==> images/clock_nets.png <==
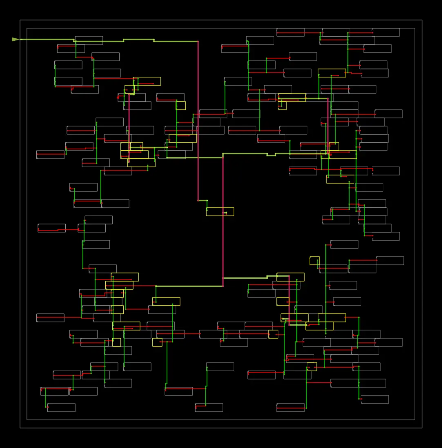
==> images/layers.png <==
Drawn at 2 px/micron. Two of the layers only.
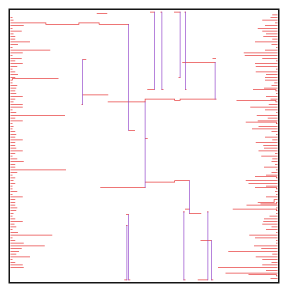
==> images/pinout.png <==
Drawn at 3 px/micron. Pins as bars across the die edge, other pins in grey.
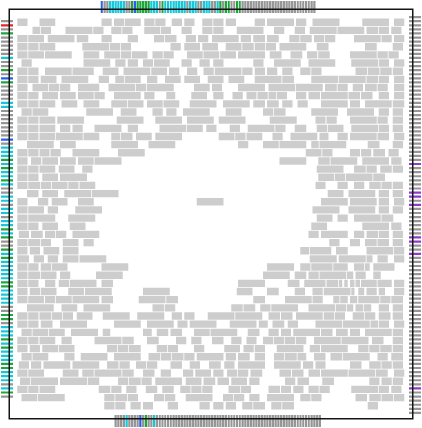
==> images/m4.png <==
Drawn at 3 px/micron.
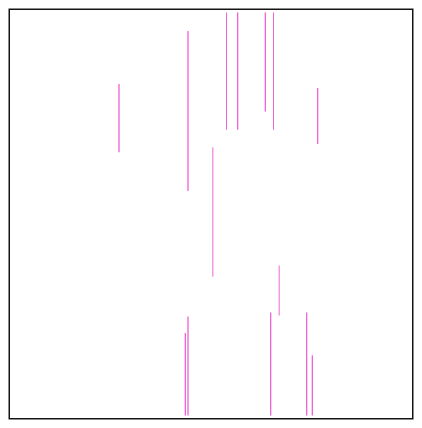
<file path="config.mk">
export PLATFORM = sky130hd
export DESIGN_NAME = alu_arbiter
export DESIGN_NICKNAME = d
export VERILOG_FILES = /design/src/rtl/alu_arbiter.sv
export SDC_FILE = /design/constraint.sdc
export NUM_CORES = 1
export LEC_CHECK = 0
export CORE_AREA = 2 2 132 134
export DETAILED_ROUTE_END_ITERATION = 7
export DIE_AREA = 0 0 134 136
export MAX_ROUTING_LAYER = met4
export PLACE_DENSITY = 0.79
export SYNTH_ARGS = -nofsm -noshare
export SYNTH_HDL_FRONTEND = slang
export SYNTH_SLANG_ARGS = --single-unit
</file>
<file path="constraint.sdc">
create_clock -name clk -period 2.6 [get_ports clk]
set_input_delay 0.52 -clock clk [delete_from_list [all_inputs] [get_ports clk]]
set_output_delay 0.52 -clock clk [all_outputs]
set_load 0.02 [all_outputs]
</file>
<file path="src/rtl/alu_arbiter.sv">
// alu_arbiter
//   Shares one integer ALU between two requesters. Port 0 is the main issue
//   pipe and port 1 is the multi-word/microcode sequencer. One operation is
//   in flight at a time. The arbiter registers the operands for the ALU, then
//   captures the ALU result and flags one cycle later. It holds them until
//   the owning requester consumes them.
//   Sequence: IDLE (grant) -> EXEC (ALU evaluates) -> RESP (hold result).
//
// Configuration macro: ALU_ARB_RR_EN
//   defined   : round-robin between requesters when both are valid
//   undefined : fixed priority, requester 0 always wins (last grant is still
//               tracked but not consulted)
//
// Ports
//   clk, rst_n         clock (rising edge), asynchronous active-low reset
//   flush              synchronous abort of the in-flight op
//   req_valid/ready    per-requester request handshake (ready is one-hot or 0)
//   req_op/a/b/rot     packed per-requester operands, slice i = requester i;
//                      req_rot slice is {rotn, MB, ME}
//   rsp_valid/ready    per-requester response handshake (valid one-hot)
//   rsp_c, rsp_d       captured ALU result and flag vector
//   alu_op/a/b/rotn/mb/me  registered operands driven to the ALU
//   alu_c, alu_d       combinational ALU result and flags
//   busy               high whenever the arbiter is not IDLE
module alu_arbiter #(
  parameter int AW  = 32,
  parameter int OPW = 5,
  parameter int RW  = 5,
  parameter int DW  = 8
) (
  input  logic              clk,
  input  logic              rst_n,
  input  logic              flush,
  input  logic [1:0]        req_valid,
  output logic [1:0]        req_ready,
  input  logic [2*OPW-1:0]  req_op,
  input  logic [2*AW-1:0]   req_a,
  input  logic [2*AW-1:0]   req_b,
  input  logic [6*RW-1:0]   req_rot,
  output logic [1:0]        rsp_valid,
  input  logic [1:0]        rsp_ready,
  output logic [AW-1:0]     rsp_c,
  output logic [DW-1:0]     rsp_d,
  output logic [OPW-1:0]    alu_op,
  output logic [AW-1:0]     alu_a,
  output logic [AW-1:0]     alu_b,
  output logic [RW-1:0]     alu_rotn,
  output logic [RW-1:0]     alu_mb,
  output logic [RW-1:0]     alu_me,
  input  logic [AW-1:0]     alu_c,
  input  logic [DW-1:0]     alu_d,
  output logic              busy
);

  typedef enum logic [1:0] {
    IDLE = 2'd0,
    EXEC = 2'd1,
    RESP = 2'd2
  } state_t;

  state_t         state_q, state_d;
  logic [1:0]     owner_q, owner_d;
  logic [1:0]     last_grant_q, last_grant_d;
  logic [OPW-1:0] alu_op_q, alu_op_d;
  logic [AW-1:0]  alu_a_q, alu_a_d;
  logic [AW-1:0]  alu_b_q, alu_b_d;
  logic [RW-1:0]  alu_rotn_q, alu_rotn_d;
  logic [RW-1:0]  alu_mb_q, alu_mb_d;
  logic [RW-1:0]  alu_me_q, alu_me_d;
  logic [AW-1:0]  rsp_c_q, rsp_c_d;
  logic [DW-1:0]  rsp_d_q, rsp_d_d;

  // Unpack the per-requester operand slices.
  logic [OPW-1:0] op_arr   [2];
  logic [AW-1:0]  a_arr    [2];
  logic [AW-1:0]  b_arr    [2];
  logic [RW-1:0]  rotn_arr [2];
  logic [RW-1:0]  mb_arr   [2];
  logic [RW-1:0]  me_arr   [2];

  for (genvar gi = 0; gi < 2; gi++) begin : g_unpack
    assign op_arr[gi]   = req_op[gi*OPW +: OPW];
    assign a_arr[gi]    = req_a[gi*AW +: AW];
    assign b_arr[gi]    = req_b[gi*AW +: AW];
    assign rotn_arr[gi] = req_rot[gi*3*RW + 2*RW +: RW];
    assign mb_arr[gi]   = req_rot[gi*3*RW + RW +: RW];
    assign me_arr[gi]   = req_rot[gi*3*RW +: RW];
  end

  // Grant is only possible in IDLE. A flush in that cycle suppresses it.
  logic [1:0] grant;
  logic       grant_sel;

  always_comb begin
    grant = 2'b00;
    if (state_q == IDLE && !flush) begin
`ifdef ALU_ARB_RR_EN
      // On a tie, the requester that did not win last time wins now.
      if (req_valid == 2'b11) begin
        grant = (last_grant_q == 2'b01) ? 2'b10 : 2'b01;
      end else begin
        grant = req_valid;
      end
`else
      if (req_valid[0]) begin
        grant = 2'b01;
      end else if (req_valid[1]) begin
        grant = 2'b10;
      end
`endif
    end
  end

  assign grant_sel = grant[1];

  always_comb begin
    state_d      = state_q;
    owner_d      = owner_q;
    last_grant_d = last_grant_q;
    alu_op_d     = alu_op_q;
    alu_a_d      = alu_a_q;
    alu_b_d      = alu_b_q;
    alu_rotn_d   = alu_rotn_q;
    alu_mb_d     = alu_mb_q;
    alu_me_d     = alu_me_q;
    rsp_c_d      = rsp_c_q;
    rsp_d_d      = rsp_d_q;

    case (state_q)
      IDLE: begin
        if (grant != 2'b00) begin
          state_d      = EXEC;
          owner_d      = grant;
          last_grant_d = grant;
          alu_op_d     = op_arr[grant_sel];
          alu_a_d      = a_arr[grant_sel];
          alu_b_d      = b_arr[grant_sel];
          alu_rotn_d   = rotn_arr[grant_sel];
          alu_mb_d     = mb_arr[grant_sel];
          alu_me_d     = me_arr[grant_sel];
        end
      end
      EXEC: begin
        // A flushed op never gets its result captured.
        if (!flush) begin
          rsp_c_d = alu_c;
          rsp_d_d = alu_d;
        end
        state_d = RESP;
      end
      RESP: begin
        // Only the owner's ready completes the response.
        if ((rsp_ready & owner_q) != 2'b00) begin
          state_d = IDLE;
        end
      end
      default: state_d = IDLE;
    endcase

    // Flush overrides every transition, including a coincident rsp handshake.
    if (flush) begin
      state_d = IDLE;
    end
  end

  always_ff @(posedge clk or negedge rst_n) begin
    if (!rst_n) begin
      state_q      <= IDLE;
      owner_q      <= 2'b00;
      last_grant_q <= 2'b10;  // requester 0 wins the first tie
      alu_op_q     <= '0;
      alu_a_q      <= '0;
      alu_b_q      <= '0;
      alu_rotn_q   <= '0;
      alu_mb_q     <= '0;
      alu_me_q     <= '0;
      rsp_c_q      <= '0;
      rsp_d_q      <= '0;
    end else begin
      state_q      <= state_d;
      owner_q      <= owner_d;
      last_grant_q <= last_grant_d;
      alu_op_q     <= alu_op_d;
      alu_a_q      <= alu_a_d;
      alu_b_q      <= alu_b_d;
      alu_rotn_q   <= alu_rotn_d;
      alu_mb_q     <= alu_mb_d;
      alu_me_q     <= alu_me_d;
      rsp_c_q      <= rsp_c_d;
      rsp_d_q      <= rsp_d_d;
    end
  end

  assign req_ready = grant;
  assign rsp_valid = (state_q == RESP) ? owner_q : 2'b00;
  assign busy      = (state_q != IDLE);
  assign rsp_c     = rsp_c_q;
  assign rsp_d     = rsp_d_q;
  assign alu_op    = alu_op_q;
  assign alu_a     = alu_a_q;
  assign alu_b     = alu_b_q;
  assign alu_rotn  = alu_rotn_q;
  assign alu_mb    = alu_mb_q;
  assign alu_me    = alu_me_q;

endmodule

</file>
==> run summary <==
impl run done, here's what came out: Yosys Warn Count 0, RSZ-0062 raised after global routing no, grt peak-use layer met2, row cnt about 48, vias per cell ~4.6, adder share 0%, fraction of registers with async set or reset after synthesis 100%, CP Capture Type output port, fin area around 10000 sq um, aoi share 0.544%, Clock Sinks about 130, Reg clk slew, reported paths approximately 60 ps, GR Layer Usage met1 20.5%, Port-buffer cells ~340, DRC 0, post-route clock skew between 7 and 8 ps, Pwr Total 8.45 mW, sequential share of power roughly a third, max frequency around 400 MHz, dpl cell area roughly 10000 sq um, cell taking the most area after synthesis dfrtp_1, post-CTS setup buffers 0, Antenna Violating Nets Remaining 0, CP max FO 4, Yosys top cell area share between 50% and 60%, routability cong. 0.828, area of the mapped netlist around 6200 sq um, Hold Crit Class in -> async, Final Max Slew Viols 0, pwr dens slightly above 800 nW/um^2, Simple-Gate Fraction of Synth Area under 10%, GRT met2 Usage 32.6%, drt wl/cell ~18 microns, top_reg_cell synth dfrtp_1, Critical Path AT approximately 2000 ps, outcome finished, final reports clean, initial antenna violation count 0, Syn Inst Count roughly 380, crit share post-route 97.1%, RR Startpoint state_q[0], final non-filler cell total ~970, Yosys Chip Area between 6000 and 7000 sq um, share of layout cells above drive strength 1 a little over a third, max cap viols 0, Total GRT Usage 19.0%, Mux cell area share between 40% and 50%, WHS 112 ps, diode count 0, Seq cells post-synth around 130, most numerous cell in the Yosys netlist dfrtp_1, register share after synthesis around 52%, Synth logic family multiplexers, Worst Setup SP state_q[0], internal power 5.75 mW, Die Wd ~130 microns
About clock_nets.png:
Clk Latency, worst-skew pair: 410 ps
number of buffers created by CTS: 17
FF+latch count: 128
clock buffers: 17

About layers.png:
| colour | layer | wire length |
|---|---|---|
| purple | M4 | 450 microns |
| red | M3 | 1330 microns |

About pinout.png:
| colour | port | pins | direction | edge |
|---|---|---|---|---|
| purple | rsp_d | 8 | output | right |
| blue | alu_rotn | 5 | output | 2 left, 2 top, 1 bottom |
| red | rst_n | 1 | input | left |
| cyan | req_b | 64 | input | 38 left, 24 top, 2 bottom |
| green | alu_b | 32 | output | 19 left, 12 top, 1 bottom |
all pins by edge: 98 right, 93 left, 78 top, 75 bottom

About m4.png:
wire length on this layer: 450 microns
longest straight run: 53.0 microns
main direction: vertical

[worst max-delay path, cell delays in order, from the launching register on]
cell             delay, ps
dfrtp_1                420
or2_2                  320
nor3_1                 210
clkdlybuf4s50_1        650
[registers in the layout, summed over array words and instances (netlist names)]
name	cells
alu_b	32
rsp_d	8
alu_mb	5
owner_q	2
alu_me	5
rsp_c	32
alu_a	32
alu_rotn	5
state_q	2
alu_op	5
[placed cells by master (no fill, tap or decap)]
master	netlist	layout
buf_12	0	7
nor3_1	1	1
inv_6	0	6
nor3_2	1	1
nor2_1	2	2
o21a_4	0	1
nor2b_1	3	2
a22oi_1	1	1
nand2_1	1	1
a21oi_1	2	2
mux2_2	110	110
buf_4	0	5
inv_8	0	4
clkinvlp_4	0	3
or2_2	1	1
and2_1	3	3
nand2b_4	0	1
clkdlybuf4s50_1	0	342
a21o_1	1	1
mux2_4	98	98
clkinv_4	0	2
clkbuf_16	0	17
dfrtp_1	128	128
nor2b_4	0	1
[power by group through the flow]
stage | Clock, mW | Combinational [mW] | Sequential [mW]
CTS | 2.33 | 3.35 | 2.88
floorplan | 0 | 0.932 | 3.55
finish | 2.27 | 3.31 | 2.87
global placement | 0 | 3.28 | 2.86
detailed placement | 0 | 3.34 | 2.89
global route | 2.43 | 3.47 | 2.94
[per-layer routing]
layer | share of wire (%) | up-vias
li1 | - | 2051
met5 | 0 | -
met2 | 51 | 225
met1 | 38 | 2139
met3 | 7.8 | 32
met4 | 2.6 | 0
[area by class of cell]
cell class / count / area [sq um] / share of cell area (%)
clock buffers: 17 / 425 / 4.06
clock inverters: 15 / 138 / 1.31
multi-input cells: 226 / 2840 / 27.1
flip-flops and latches: 128 / 3200 / 30.5
well taps: 225 / 282 / 2.68
repair buffers: 354 / 3600 / 34.3
Power and IR drop assume default switching activity.
